**Run 1: signal wires on met1**

The bar under the picture is 50 um long.
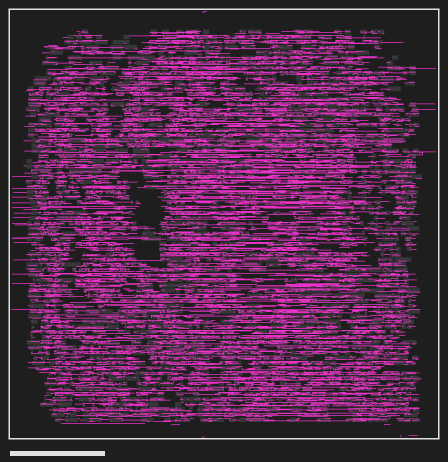
**Run 1: close-up of the layout**

The bar under the picture is 5 um long. Window x 159 to 179, y 159 to 179 um. Cells in gray, sequential cells in the stronger gray; small squares are vias.
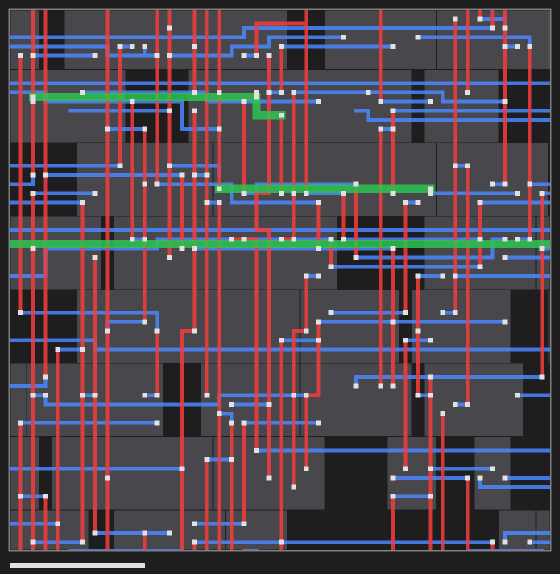
**Run 1: signal metal coverage by tile**

22 x 22 tiles, from white (low) to dark blue (high), scaled to the fullest tile. Values are wire area over tile area, all layers added.
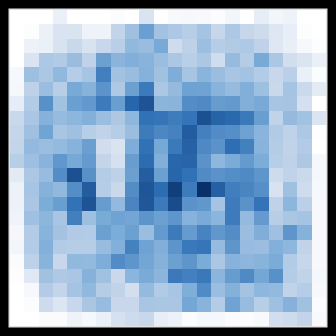
**Run 1: congestion heat map**

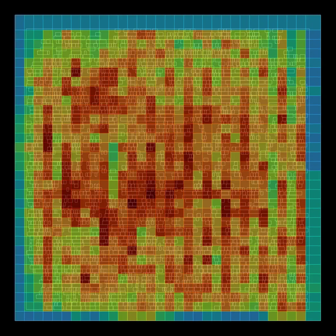
==> src/rtl/cordic_atan_arb.sv <==
// Iterative CORDIC vectoring engine returning atan(y/x) in Q8.24 degrees,
// shared by two requesters through a round-robin arbiter.
module cordic_atan_arb #(
  parameter int N_ITER = 32
) (
  input  logic               clk,
  input  logic               rst,
  input  logic [1:0]         req,
  input  logic signed [31:0] inx0,
  input  logic signed [31:0] iny0,
  input  logic signed [31:0] inx1,
  input  logic signed [31:0] iny1,
  output logic [1:0]         gnt,
  output logic               busy,
  output logic               out_valid,
  output logic               out_id,
  output logic signed [31:0] out_angle,
  output logic               out_err
);

  typedef enum logic [1:0] {IDLE, ITER, DONE} state_t;

  localparam logic [4:0] LAST = 5'(N_ITER - 1);

  state_t             state_q, state_d;
  logic               prio_q, prio_d;
  logic [1:0]         gnt_q, gnt_d;
  logic signed [33:0] x_q, x_d, y_q, y_d;
  logic signed [31:0] z_q, z_d;
  logic [4:0]         i_q, i_d;
  logic               id_q, id_d;
  logic               out_id_q, out_id_d;
  logic signed [31:0] out_angle_q, out_angle_d;
  logic               out_err_q, out_err_d;

  logic               win;
  logic signed [31:0] sel_x, sel_y;
  logic signed [33:0] x_shr, y_shr;
  logic signed [31:0] atan_i;

  // round(atan(2^-i) * 180/pi * 2^24)
  function automatic logic signed [31:0] atan_lut(input logic [4:0] idx);
    case (idx)
      5'd0:    atan_lut = 32'sd754974720;
      5'd1:    atan_lut = 32'sd445687602;
      5'd2:    atan_lut = 32'sd235489088;
      5'd3:    atan_lut = 32'sd119537938;
      5'd4:    atan_lut = 32'sd60000934;
      5'd5:    atan_lut = 32'sd30029717;
      5'd6:    atan_lut = 32'sd15018522;
      5'd7:    atan_lut = 32'sd7509720;
      5'd8:    atan_lut = 32'sd3754917;
      5'd9:    atan_lut = 32'sd1877466;
      5'd10:   atan_lut = 32'sd938734;
      5'd11:   atan_lut = 32'sd469367;
      5'd12:   atan_lut = 32'sd234684;
      5'd13:   atan_lut = 32'sd117342;
      5'd14:   atan_lut = 32'sd58671;
      5'd15:   atan_lut = 32'sd29335;
      5'd16:   atan_lut = 32'sd14668;
      5'd17:   atan_lut = 32'sd7334;
      5'd18:   atan_lut = 32'sd3667;
      5'd19:   atan_lut = 32'sd1833;
      5'd20:   atan_lut = 32'sd917;
      5'd21:   atan_lut = 32'sd458;
      5'd22:   atan_lut = 32'sd229;
      5'd23:   atan_lut = 32'sd115;
      5'd24:   atan_lut = 32'sd57;
      5'd25:   atan_lut = 32'sd29;
      5'd26:   atan_lut = 32'sd14;
      5'd27:   atan_lut = 32'sd7;
      5'd28:   atan_lut = 32'sd4;
      5'd29:   atan_lut = 32'sd2;
      5'd30:   atan_lut = 32'sd1;
      default: atan_lut = 32'sd0;
    endcase
  endfunction

  // prio_q names the requester that wins when both ask at once
  assign win    = (req == 2'b11) ? prio_q : req[1];
  assign sel_x  = win ? inx1 : inx0;
  assign sel_y  = win ? iny1 : iny0;
  assign x_shr  = x_q >>> i_q;
  assign y_shr  = y_q >>> i_q;
  assign atan_i = atan_lut(i_q);

  always_comb begin
    state_d     = state_q;
    prio_d      = prio_q;
    gnt_d       = 2'b00;
    x_d         = x_q;
    y_d         = y_q;
    z_d         = z_q;
    i_d         = i_q;
    id_d        = id_q;
    out_id_d    = out_id_q;
    out_angle_d = out_angle_q;
    out_err_d   = out_err_q;
    case (state_q)
      IDLE: begin
        if (|req) begin
          gnt_d  = win ? 2'b10 : 2'b01;
          prio_d = ~win;
          id_d   = win;
          if (sel_x[31]) begin
            state_d     = DONE;
            out_err_d   = 1'b1;
            out_angle_d = '0;
            out_id_d    = win;
          end else begin
            x_d     = {{2{sel_x[31]}}, sel_x};
            y_d     = {{2{sel_y[31]}}, sel_y};
            z_d     = '0;
            i_d     = '0;
            state_d = ITER;
          end
        end
      end
      ITER: begin
        // rotate toward y = 0; direction follows the current residual y
        if (!y_q[33]) begin
          x_d = x_q + y_shr;
          y_d = y_q - x_shr;
          z_d = z_q + atan_i;
        end else begin
          x_d = x_q - y_shr;
          y_d = y_q + x_shr;
          z_d = z_q - atan_i;
        end
        i_d = i_q + 5'd1;
        if (i_q == LAST) begin
          state_d     = DONE;
          out_angle_d = z_d;
          out_err_d   = 1'b0;
          out_id_d    = id_q;
        end
      end
      DONE:    state_d = IDLE;
      default: state_d = IDLE;
    endcase
  end

  always_ff @(posedge clk) begin
    if (rst) begin
      state_q     <= IDLE;
      prio_q      <= 1'b0;
      gnt_q       <= 2'b00;
      x_q         <= '0;
      y_q         <= '0;
      z_q         <= '0;
      i_q         <= '0;
      id_q        <= 1'b0;
      out_id_q    <= 1'b0;
      out_angle_q <= '0;
      out_err_q   <= 1'b0;
    end else begin
      state_q     <= state_d;
      prio_q      <= prio_d;
      gnt_q       <= gnt_d;
      x_q         <= x_d;
      y_q         <= y_d;
      z_q         <= z_d;
      i_q         <= i_d;
      id_q        <= id_d;
      out_id_q    <= out_id_d;
      out_angle_q <= out_angle_d;
      out_err_q   <= out_err_d;
    end
  end

  assign gnt       = gnt_q;
  assign busy      = (state_q != IDLE);
  assign out_valid = (state_q == DONE);
  assign out_id    = out_id_q;
  assign out_angle = out_angle_q;
  assign out_err   = out_err_q;

endmodule
==> config.mk <==
export PLATFORM = sky130hd
export DESIGN_NAME = cordic_atan_arb
export DESIGN_NICKNAME = d
export VERILOG_FILES = /design/src/rtl/cordic_atan_arb.sv
export SDC_FILE = /design/constraint.sdc
export NUM_CORES = 1
export LEC_CHECK = 0
export CAP_MARGIN = 20
export CORE_MARGIN = 8
export CORE_UTILIZATION = 45
export CTS_CLUSTER_SIZE = 8
export DETAILED_ROUTE_END_ITERATION = 8
export PLACE_DENSITY = 0.71
export SLEW_MARGIN = 5
export SYNTH_ARGS = -nofsm -noshare
export SYNTH_HDL_FRONTEND = slang
export SYNTH_SLANG_ARGS = --single-unit
==> constraint.sdc <==
create_clock -name clk -period 5.8 [get_ports clk]
set_input_delay 1.16 -clock clk [delete_from_list [all_inputs] [get_ports clk]]
set_output_delay 1.16 -clock clk [all_outputs]
set_load 0.03 [all_outputs]
==> impl_metrics.toml, run 1 <==
# flow metrics
[finish]
clock_area_frac = 0.0234
n_multi_input_combinational_cell = 2178
nets = 3268
area.share.sequential = 0.136
area_growth_syn_to_layout_pct = 31.6
layout.clock_buffers = 18
storage_cell_area_um2 = 3520
fill_cell_count = 3954
ff_count = 175
layout.non_clock_inverters = 55
area_share_nonclk_buffers = 0.198
layout.cells.largest_class = "logic gates"
combGateArea_um2 = 15700
area.share.combinational = 0.606

[run_status]
status = "finished clean"

[clock_tree]
cts_hold_buf = 0
worstSkewPairLatency_ns = 0.50
clk_root_buffer_cell = "sky130_fd_sc_hd__clkbuf_16"
cts_tree = "done"
cts.htree.levels = 4

[power_and_ir_drop]
power_switching_mw = 4.77
power.static_leakage_nw = 10.7
p_int_mw = 5.47
seqPwrFrac = 0.157
switching_share = 0.466

[worst_setup_path]
cp_cell_sequence = "mux4_2 > o221a_4 > a221oi_2 > or3b_4 > nor4b_4 > nand4b_4 > nor4_4 > a21boi_2 > o31ai_1 > a31oi_1 > ha_1 > and3_4 > buf_4 > nand3_2 > nor2_1 > a32oi_1 > o211ai_1 > a21oi_2 > o31ai_4 > o31ai_2 > xor2_1 > nor3_1 > o21bai_1"
slowest_delay_ns = 0.55
crit_slowest_cell = "sky130_fd_sc_hd__mux4_2"
worst_ep_required_time_ns = 6.19
path_delay_family = "AND-OR/OR-AND gates"
worstPathMaxFanout = 7
timing.critical_path.arrival_ns = 6.09
crit_path_start = "i_q[1]$_SDFFE_PP0P_"

[synth]
ys_chip_area_um2 = 19600
yosys_cells = 2580
synth_seq_share = 0.178
syn-num-nets = 2826
synth_top_cell_by_count = "sky130_fd_sc_hd__nand2_1"
ys_async_sr_fraction = 0
avg_inst_size_synth_um2 = 7.62
yosys-top-cells-count = "sky130_fd_sc_hd__nand2_1 (372), sky130_fd_sc_hd__a21oi_1 (254), sky130_fd_sc_hd__nor2_1 (246), sky130_fd_sc_hd__dfxtp_1 (175), sky130_fd_sc_hd__xnor2_1 (119)"
postSynthCellCount = 2580
synth.cell_area_um2 = 19600
synthesis.yosys.warnings = 0

[global_routing]
antenna_found_initial = 3
vias_in_the_first_global_route = 21100
grt.overflow.total = 0
grt_max_degree = 82

[hold_path]
hold_end = "z_q[27]$_SDFFE_PP0P_"
min_from = "z_q[27]$_SDFFE_PP0P_"

[placement]
port_buffers = 169
detailedPlacementHpwl_um = 62700
place_congestion = 1.03

[timing]
max_freq_ghz = 0.176
timing.clock.skew_ns = 0.0140
slew_headroom = 0.300
final_hold_viol_count = 0
finalSetupTns_ns = 0
tightest_slew_ns = 1.05

[floorplan]
core_um2 = 43100
die_height_um = 225
chipArea_um2 = 50600
fp-row-count = 76
floorplan.core_util = 0.456

[detailed_routing]
drt_iter0_markers = 2073
wl_met1_um = 34000
met3_wire_len_um = 5470
viasPerCell = 6.20
number_of_design_rule_violations_left_after_detail_routing = 0
drt_first_pass_iters = 6

[flow_run]
timing.max_cap.violations = 0
About 'signal wires on met1':
longest straight run: 75.9 um
nets with wire on the layer: 3114
wire length on this layer: 34.0 mm
main direction: horizontal
share of all routed wire: 41%
detailed-route via count: 22500
met1 demand-to-capacity share in global routing: 0.393

About 'close-up of the layout':
| color | layer |
|---|---|
| green | metal 3 |
| red | metal 2 |
| blue | metal 1 |
sequential cells in the window: 0
cells with their middle in the window: 27
most frequent: mux2_2 (7), mux4_2 (5), mux2i_1 (4)

About 'signal metal coverage by tile':
densest ninth of the die: center
fullest tile: 0.71
tiles over half the peak: 27%
mean over tiles: 0.27
overall track demand over capacity in global routing: 0.313
routed wirelength normalized by instance count: 22.8 um
total length of routed wires: 82400 um

About 'congestion heat map':
global-route track usage on met3: 0.0537
most used routing layer: met2
GR met2 Demand/Resource: 0.522
final core utilization: 0.600

-- run 1: repair_timing --
action / 4_1_cts / 5_1_grt
cloned: 0 / 4
setup endpoints to repair: 12 / 24
resized: 12 / 105
buffers inserted: 5 / 24
pin swaps: 4 / 48
-- run 1: kinds of logic after synthesis --
logic type / count (synthesis) / synth area share
flops: 175 / 0.178
fa+ha+maj: 114 / 0.0737
simple gates: 949 / 0.223
buf+inv: 227 / 0.0487
mux: 181 / 0.148
xor+xnor: 166 / 0.0740
compound gates: 768 / 0.254
-- run 1: through the flow --
stage                     area [um2]  std cells  setup slack, ns  hold WS, ns
after floorplan                19700       2580           0.0649        0.427
after global placement         24400       3555           -0.169        0.437
after detailed placement       24400       3555           -0.181        0.440
after CTS                      25100       3592          0.00314        0.452
after global routing           25900       3620           -0.127        0.470
final                          25900       3620            0.105        0.450
**Run 1: wiring by layer**

The bar under the picture is 50 um long. Two of the layers only.
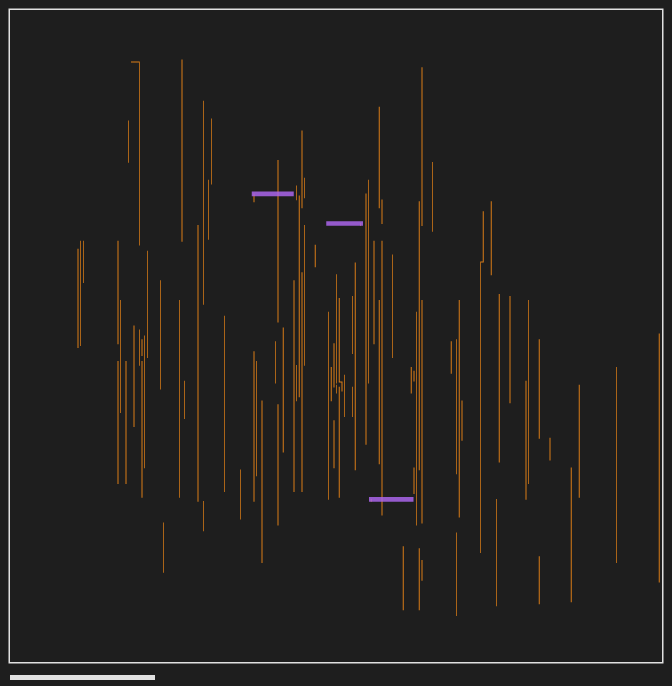

==> run 2: changes to the inputs <==
--- a/config.mk
+++ b/config.mk
@@ -8,9 +8,9 @@
 export CAP_MARGIN = 20
 export CORE_MARGIN = 8
 export CORE_UTILIZATION = 45
-export CTS_CLUSTER_SIZE = 8
+export CTS_CLUSTER_SIZE = 28
 export DETAILED_ROUTE_END_ITERATION = 8
-export PLACE_DENSITY = 0.71
+export PLACE_DENSITY = 0.69
 export SLEW_MARGIN = 5
 export SYNTH_ARGS = -nofsm -noshare
 export SYNTH_HDL_FRONTEND = slang
==> constraint.sdc (replaced) <==
create_clock -name clk -period 6.6 [get_ports clk]
set_input_delay 1.32 -clock clk [delete_from_list [all_inputs] [get_ports clk]]
set_output_delay 1.32 -clock clk [all_outputs]
set_load 0.03 [all_outputs]
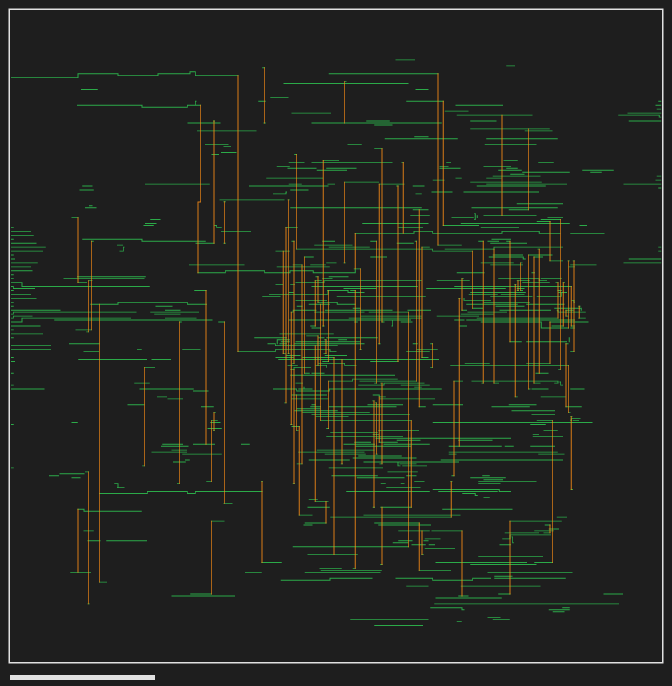
**Above:** run 2 (wiring by layer).
The bar under the picture is 50 um long. Two of the layers only.
| color | layer | wire length |
|---|---|---|
| green | metal 3 | 6120 um |
| orange | metal 4 | 3340 um |
total length of routed wires: 78000 um
detailed-route via count: 21100

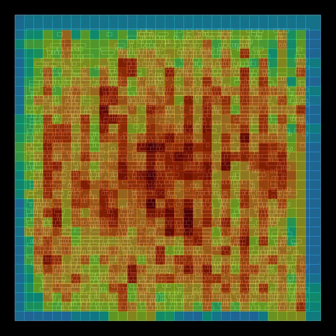
**Above:** run 2 (congestion heat map).
routed wirelength normalized by instance count: 23.6 um
met1 demand-to-capacity share in global routing: 0.387
overall track demand over capacity in global routing: 0.301
final core utilization: 0.534
global-route track usage on met3: 0.0505

==> run 2 against run 1 <==
First-iteration DRC count grew 23%. Clock power is about 10% lower. Clock skew increased by 0.0045 ns. Sequential share of layout area increased by 1.7 points. Final area fell by 11%. Hold slack improved by 0.00072 ns. Flip-flop count stayed put. Synthesized area is the same. Critical path depth up 2. Critical path type unchanged. Largest cell class unchanged. Highest routed layer is now met4.
==> impl_metrics.toml, run 2 <==
# flow metrics
[synth]
synthDominantAreaCellType = "sky130_fd_sc_hd__dfxtp_1"
ys_sh_adder = 0.0737
yosys-top-cells-count = "sky130_fd_sc_hd__nand2_1 (372), sky130_fd_sc_hd__a21oi_1 (254), sky130_fd_sc_hd__nor2_1 (246), sky130_fd_sc_hd__dfxtp_1 (175), sky130_fd_sc_hd__xnor2_1 (119)"
postSynthCellCount = 2580
synth_seq_share = 0.178
logic_family = "AND-OR/OR-AND gates"
enable_flop_cells = 0
avg_inst_size_synth_um2 = 7.62
synth_top_cell_by_count = "sky130_fd_sc_hd__nand2_1"
ys_sh_xor = 0.0740
synth.cell_area_um2 = 19600
synth.lib_cells_used.distinct = 85
syn-num-nets = 2826
ys_chip_area_um2 = 19600
synthesis.yosys.warnings = 0
dominantRegCellSynth = "sky130_fd_sc_hd__dfxtp_1"
yosys_register_bits = 175
synth.area.top_cells = "sky130_fd_sc_hd__dfxtp_1 (18%), sky130_fd_sc_hd__mux4_2 (9.3%), sky130_fd_sc_hd__nand2_1 (7.1%), sky130_fd_sc_hd__ha_1 (7.1%), sky130_fd_sc_hd__a21oi_1 (6.5%)"
synth-compound-area-share = 0.254
ys_async_sr_fraction = 0
yosys_cells = 2580
post-synth-top-area-fraction = 0.178
synth-simple-area-share = 0.223
synthMuxAreaShare = 0.148

[finish]
area.share.combinational = 0.664
clock_area_frac = 0.0275
layout.cells.largest_class = "logic gates"
layoutNonFillerInstCount = 3305
area_share_nonclk_buffers = 0.115
layout.cell_area.non_filler_um2 = 23000
top_logic_cells_by_instance_count_in_the_layout = "sky130_fd_sc_hd__nand2_1 (371), sky130_fd_sc_hd__a21oi_1 (254), sky130_fd_sc_hd__nor2_1 (244)"
area_growth_syn_to_layout_pct = 17.0
ff_count = 175
signal_buffers = 280
area.share.sequential = 0.153
n_multi_input_combinational_cell = 2178
final_layout_size_suffix_gt1_frac = 0.114
layout.cells.most_common = "sky130_fd_sc_hd__nand2_1"
combGateArea_um2 = 15300
layout.non_clock_inverters = 55
storage_cell_area_um2 = 3520
layout.clock_buffers = 17
biggestRegsByFlops = "x_q (34), y_q (34)"
fill_cell_count = 4136
insertedDiodeCount = 0
nets = 2953

[floorplan]
chipArea_um2 = 50600
fp-row-count = 76
io-pin-count = 170
die.size.x_um = 225
n_tap_cell = 585
floorplan.core_util = 0.456
die_height_um = 225
core_um2 = 43100

[power_and_ir_drop]
seqPwrFrac = 0.192
worst_ir_drop_vdd_v = 0.000214
switching_share = 0.492
power.clock.total_mw = 1.13
seq_cell_power_mw = 1.52
combinationalPower_mw = 5.28
power.largest_group = "combinational cells"
post-layout-total-power_mw = 7.93
p_clk_frac = 0.143
power.static_leakage_nw = 9.07
power_switching_mw = 3.90
power.density_nw_per_um2 = 345
logic_gate_share_of_total_power = 0.665
p_int_mw = 4.03

[worst_setup_path]
crit_path_start = "i_q[0]$_SDFFE_PP0P_"
slowest_delay_ns = 0.46
r2r_slack_ns = 0.49
worstPathMaxFanout = 27
critPathCaptureType = "flip-flop"
worstSetupPathDepth = 25
path_delay_family = "AND-OR/OR-AND gates"
setup.worst_path.class = "reg2reg"
worst-r2r-cell-count = 25
worst-path-buf-inv = 3
end_point_of_the_critical_path = "x_q[30]$_SDFFE_PP0P_"
r2r_start = "i_q[0]$_SDFFE_PP0P_"
r2r-end = "x_q[30]$_SDFFE_PP0P_"
crit_slowest_cell = "sky130_fd_sc_hd__or3b_4"
timing.critical_path.arrival_ns = 6.45
startpoint_type_of_the_worst_setup_path = "flip-flop"
worst_ep_required_time_ns = 6.94

[timing]
slew_violations = 0
timing.final.setup_violations = 0
tightest_slew_ns = 1.07
timing.hold.ws_ns = 0.451
worst_slack_ns = 0.491
max_freq_ghz = 0.164
slew_headroom = 0.281
final.period_utilization = 0.926
finalSetupTns_ns = 0
timing.clock.skew_ns = 0.0186
post-route-min-period_ns = 6.11
final_hold_viol_count = 0

[clock_tree]
worstSkewPairLatency_ns = 0.50
clk_root_buffer_cell = "sky130_fd_sc_hd__clkbuf_16"
cts_hold_buf = 0
clk_transition_reported_paths_ns = 0.08
clock-sinks = 175
cts_inserted_buffers = 17
cts_buffer_depth = 2
cts_tree = "done"
cts.htree.levels = 4

[hold_path]
min_from = "z_q[28]$_SDFFE_PP0P_"
min-delay-path-class = "reg2reg"
hold_end = "z_q[28]$_SDFFE_PP0P_"
timing.hold.worst_path_depth = 2

[flow_run]
warning_count = 34
timing.max_cap.violations = 0

[placement]
post_dp_cell_area_um2 = 22200
place_ws_ns = 0.110
detailedPlacementHpwl_um = 58800
place_congestion = 0.992
dp_cells = 3261
port_buffers = 169

[global_routing]
grt_util_met2 = 0.497
antenna_found_initial = 0
vias_in_the_first_global_route = 20100
grt.overflow.total = 0
grt_max_degree = 73
global_route_wire_length_before_repair_um = 120000
gr-max-usage-layer = "met2"

[run_status]
status = "finished clean"

[detailed_routing]
drtAntennaViolNets = 0
drt_iter0_markers = 2543
number_of_design_rule_violations_left_after_detail_routing = 0
drt_first_pass_iters = 7
viasPerCell = 6.39
run 2: cell counts after synthesis:
No cell type changed its count.
run 2: cell families (layout without fill, tap and decap cells):
kind of cell	Yosys count	after routing
AND-OR/OR-AND	768	768
XOR/XNOR	166	166
adder cells (fa/ha/maj)	114	114
buffers and inverters	227	367
flip-flops	175	175
multiplexers	181	181
AND/OR/NAND/NOR	949	949
run 2: layer usage:
layer  part of all wire  routed length [um]  up-vias
met4              0.043                3340        0
met2               0.47               36600     1041
li1                   -                   -     9756
met5                  0                   0        -
met3              0.078                6120      211
met1               0.41               32000    10100
run 2: what timing repair did:
action	in CTS	in global routing
endpoints found under the hold margin	0	0
buffers inserted	0	12
resized	0	9
endpoints found under the setup margin	0	19
Power and IR drop assume default switching activity.
